<file path="src/rtl/uart_tx_arbiter.sv">
`timescale 1ns/1ps
// Round-robin, packet-granular sharing of one UART tx byte stream among several sources.
// Zero-latency pass-through while locked, one IDLE bubble between packets; tx ready reaches only the owner.
module uart_tx_arbiter #(
   parameter int NumRequesters = 2,
   parameter int DataSize      = 8,
   parameter int TimeoutCycles = 65535
) (
   input  logic                              i_clk,
   input  logic                              i_rst,
   input  logic [NumRequesters*DataSize-1:0] i_req_data,
   input  logic [NumRequesters-1:0]          i_req_valid,
   input  logic [NumRequesters-1:0]          i_req_last,
   output logic [NumRequesters-1:0]          o_req_ready,
   output logic [DataSize-1:0]               o_tx_data,
   output logic                              o_tx_data_valid,
   input  logic                              i_tx_data_ready,
   output logic [NumRequesters-1:0]          o_grant,
   output logic                              o_busy,
   output logic                              o_timeout
);

   localparam int IdxW = (NumRequesters > 1) ? $clog2(NumRequesters) : 1;
   localparam int WdW  = (TimeoutCycles > 0) ? $clog2(TimeoutCycles + 1) : 1;
   localparam logic [WdW-1:0]  WdTerm  = (TimeoutCycles > 0) ? WdW'(TimeoutCycles - 1) : '0;
   localparam logic [IdxW-1:0] PtrInit = IdxW'(NumRequesters - 1);

   typedef enum logic {
      ST_IDLE   = 1'b0,
      ST_LOCKED = 1'b1
   } state_t;

   state_t          state_q, state_d;
   logic [IdxW-1:0] ptr_q, ptr_d;
   logic [IdxW-1:0] gnt_q, gnt_d;
   logic [WdW-1:0]  wd_q, wd_d;
   logic [IdxW-1:0] win_idx;
   logic [IdxW-1:0] cand;
   logic            win_found;
   logic            busy;
   logic            xfer;
   logic            xfer_last;
   logic            wd_terminal;

   assign busy        = (state_q == ST_LOCKED);
   assign xfer        = busy && i_req_valid[gnt_q] && i_tx_data_ready;
   assign xfer_last   = xfer && i_req_last[gnt_q];
   assign wd_terminal = (TimeoutCycles > 0) && busy && !xfer && (wd_q == WdTerm);
   assign o_busy      = busy;

   // Search starts just after the last owner, so that owner has lowest priority next round.
   always_comb begin
      win_found = 1'b0;
      win_idx   = '0;
      cand      = '0;
      for (int off = 1; off <= NumRequesters; off++) begin
         cand = IdxW'((int'(ptr_q) + off) % NumRequesters);
         if (!win_found && i_req_valid[cand]) begin
            win_found = 1'b1;
            win_idx   = cand;
         end
      end
   end

   always_comb begin
      state_d   = state_q;
      ptr_d     = ptr_q;
      gnt_d     = gnt_q;
      wd_d      = wd_q;
      o_timeout = 1'b0;
      case (state_q)
         ST_IDLE: begin
            if (win_found) begin
               state_d = ST_LOCKED;
               gnt_d   = win_idx;
               wd_d    = '0;
            end
         end
         ST_LOCKED: begin
            // A last byte on the watchdog's terminal cycle is a normal packet end.
            if (xfer_last) begin
               state_d = ST_IDLE;
               ptr_d   = gnt_q;
               wd_d    = '0;
            end else if (wd_terminal) begin
               o_timeout = 1'b1;
               state_d   = ST_IDLE;
               ptr_d     = gnt_q;
               wd_d      = '0;
            end else if (xfer) begin
               wd_d = '0;
            end else if (TimeoutCycles > 0) begin
               wd_d = wd_q + 1'b1;
            end
         end
         default: begin
            state_d = ST_IDLE;
         end
      endcase
   end

   always_comb begin
      o_grant         = '0;
      o_req_ready     = '0;
      o_tx_data       = '0;
      o_tx_data_valid = 1'b0;
      if (busy) begin
         o_grant[gnt_q]     = 1'b1;
         o_req_ready[gnt_q] = i_tx_data_ready;
         o_tx_data          = i_req_data[gnt_q*DataSize +: DataSize];
         o_tx_data_valid    = i_req_valid[gnt_q];
      end
   end

   always_ff @(posedge i_clk or posedge i_rst) begin
      if (i_rst) begin
         state_q <= ST_IDLE;
         ptr_q   <= PtrInit;
         gnt_q   <= '0;
         wd_q    <= '0;
      end else begin
         state_q <= state_d;
         ptr_q   <= ptr_d;
         gnt_q   <= gnt_d;
         wd_q    <= wd_d;
      end
   end

endmodule
</file>
<file path="config.mk">
export PLATFORM = sky130hd
export DESIGN_NAME = uart_tx_arbiter
export DESIGN_NICKNAME = d
export VERILOG_FILES = /design/src/rtl/uart_tx_arbiter.sv
export SDC_FILE = /design/constraint.sdc
export NUM_CORES = 1
export LEC_CHECK = 0
export ABC_AREA = 1
export ABC_CLOCK_PERIOD_IN_PS = 2000
export CORE_ASPECT_RATIO = 1.1
export CORE_UTILIZATION = 48
export DETAILED_ROUTE_END_ITERATION = 16
export GPL_TIMING_DRIVEN = 1
export PLACE_DENSITY = 0.8
export RECOVER_POWER = 50
export SETUP_SLACK_MARGIN = 0.2
export SYNTH_ARGS = -nofsm -noshare
export SYNTH_HDL_FRONTEND = slang
export SYNTH_SLANG_ARGS = --single-unit
</file>
<file path="constraint.sdc">
create_clock -name i_clk -period 2 [get_ports i_clk]
set_input_delay 0.2 -clock i_clk [delete_from_list [all_inputs] [get_ports i_clk]]
set_output_delay 0.2 -clock i_clk [all_outputs]
set_load 0.02 [all_outputs]
</file>
Figure 1. Met1 routing.
Drawn at 8 px/µm. Supply wires on this layer in gray. Cells faint in the background.
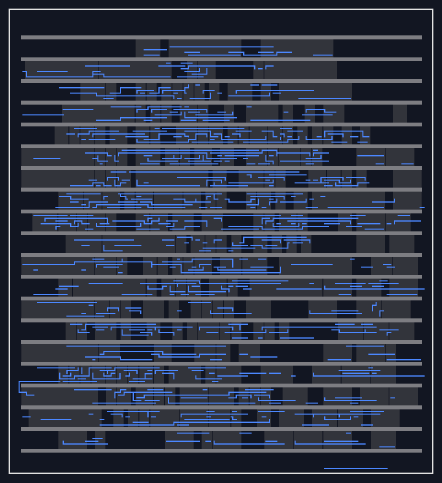
share of all routed wire: 43%
nets with wire on the layer: 238
met1 Use GR: 0.3220
WL final: 3.604 mm
routed vias: 1,488

Figure 2. Routed clock nets over the placement.
Drawn at 4 px/µm.
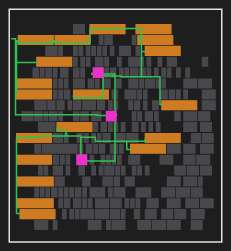
legend:
  green:
    item: clock wires
    length: 257 µm
  orange:
    item: flip-flops
    count: 19
  magenta:
    item: clock-net drivers
    count: 3
routed clock nets: 4
Power Clock: 0.203 mW
clock share of power: 0.123

==> CHANGELOG.md <==
### Changed

* Outcome: complete, no violations
* Switch Pwr at approximately 0.74 mW
* Post-CTS Setup Inserts at 2
* Die height at approximately 58 µm
* CTS tree: done
* WL/cell at 13.11 µm
* XOR Share, Synth at 0.05152
* Comb. cell area at 808.3 µm²
* Comb/total area at 0.4359
* Pleak at 0.8175 nW
* Cells after Synth at ~200
* CTS buffer count at 3
* DRC viols at 0
* Worst path most repeated cell: nand2_1
* Die width at 52.75 µm
* Post-synth seq share at 0.3505
* Setup crit end kind: register
* Antenna violations before repair at 0
* Largest net degree at the start of global routing at 20
* Max Cap Viol at 0
* Switching Fraction at 0.4468
* Via-to-Cell Ratio at approximately 5.4
* IO Count at 38
* Filler cell count at 207
* Combinational power at between 0.9 and 1 mW
* Fin nets at 270
* Req. time, crit path at 2.24 ns
* Inverters excl. clock at 22
* Final hold vios at 0
* EDFF count, synth at 0
* Initial DRC count at 72
* Crit start category: register
* Clock-cell share of area at 0.01484
* Worst setup path endpoint: wd_q[13]
* WP buf/inv at 2
* CP max stage cell: nor2_1
* CP arrival at between 2 and 2.5 ns
* Remaining Overflow, GRT at 0
* WS Path Type: register to register
* Top cells excl fill/tap: nand2_1, nor2_1, clkdlybuf4s50_1
* Setup Skew at 0.01445 ns
* Worst r2r src: ptr_q
* Async S/R FF share, synth at 1.000
* Share of layout cells above drive strength 1 at 0.1680
* FF-to-FF path depth at 7
* Area fraction in mux cells at 0.008280
Figure 3. Metal 2.
Drawn at 8 px/µm.
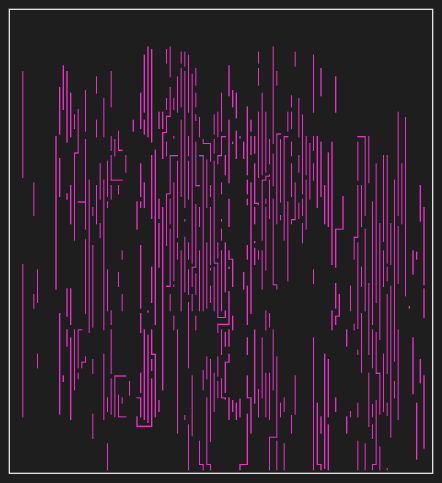
longest straight run: 23.6 µm
wire length on this layer: 1,830 µm
share of all routed wire: 51%
nets with wire on the layer: 234
main direction: vertical
met2 usage: 0.4774

## metrics by stage
| step | setup WS (ns) | hold WS, ns | power (mW) | cell area, µm² |
|---|---|---|---|---|
| floorplan | 0.4932 | 0.1504 | 1.068 | 1360 |
| global placement | 0.06969 | 0.4906 | 1.389 | 1783 |
| detailed placement | 0.04117 | 0.4913 | 1.413 | 1783 |
| CTS | 0.04170 | 0.3124 | 1.600 | 1828 |
| global route | 0.06342 | 0.5089 | 1.766 | 1854 |
| finish | 0.2143 | 0.4242 | 1.645 | 1854 |
## sequential cells by signal, indices dropped and copies added, names as in the netlist
| register | cells |
|---|---|
| wd_q | 16 |
| gnt_q | 1 |
| o_busy | 1 |
| ptr_q | 1 |
Power figures rest on the tool's default switching activity, not on a simulated workload.
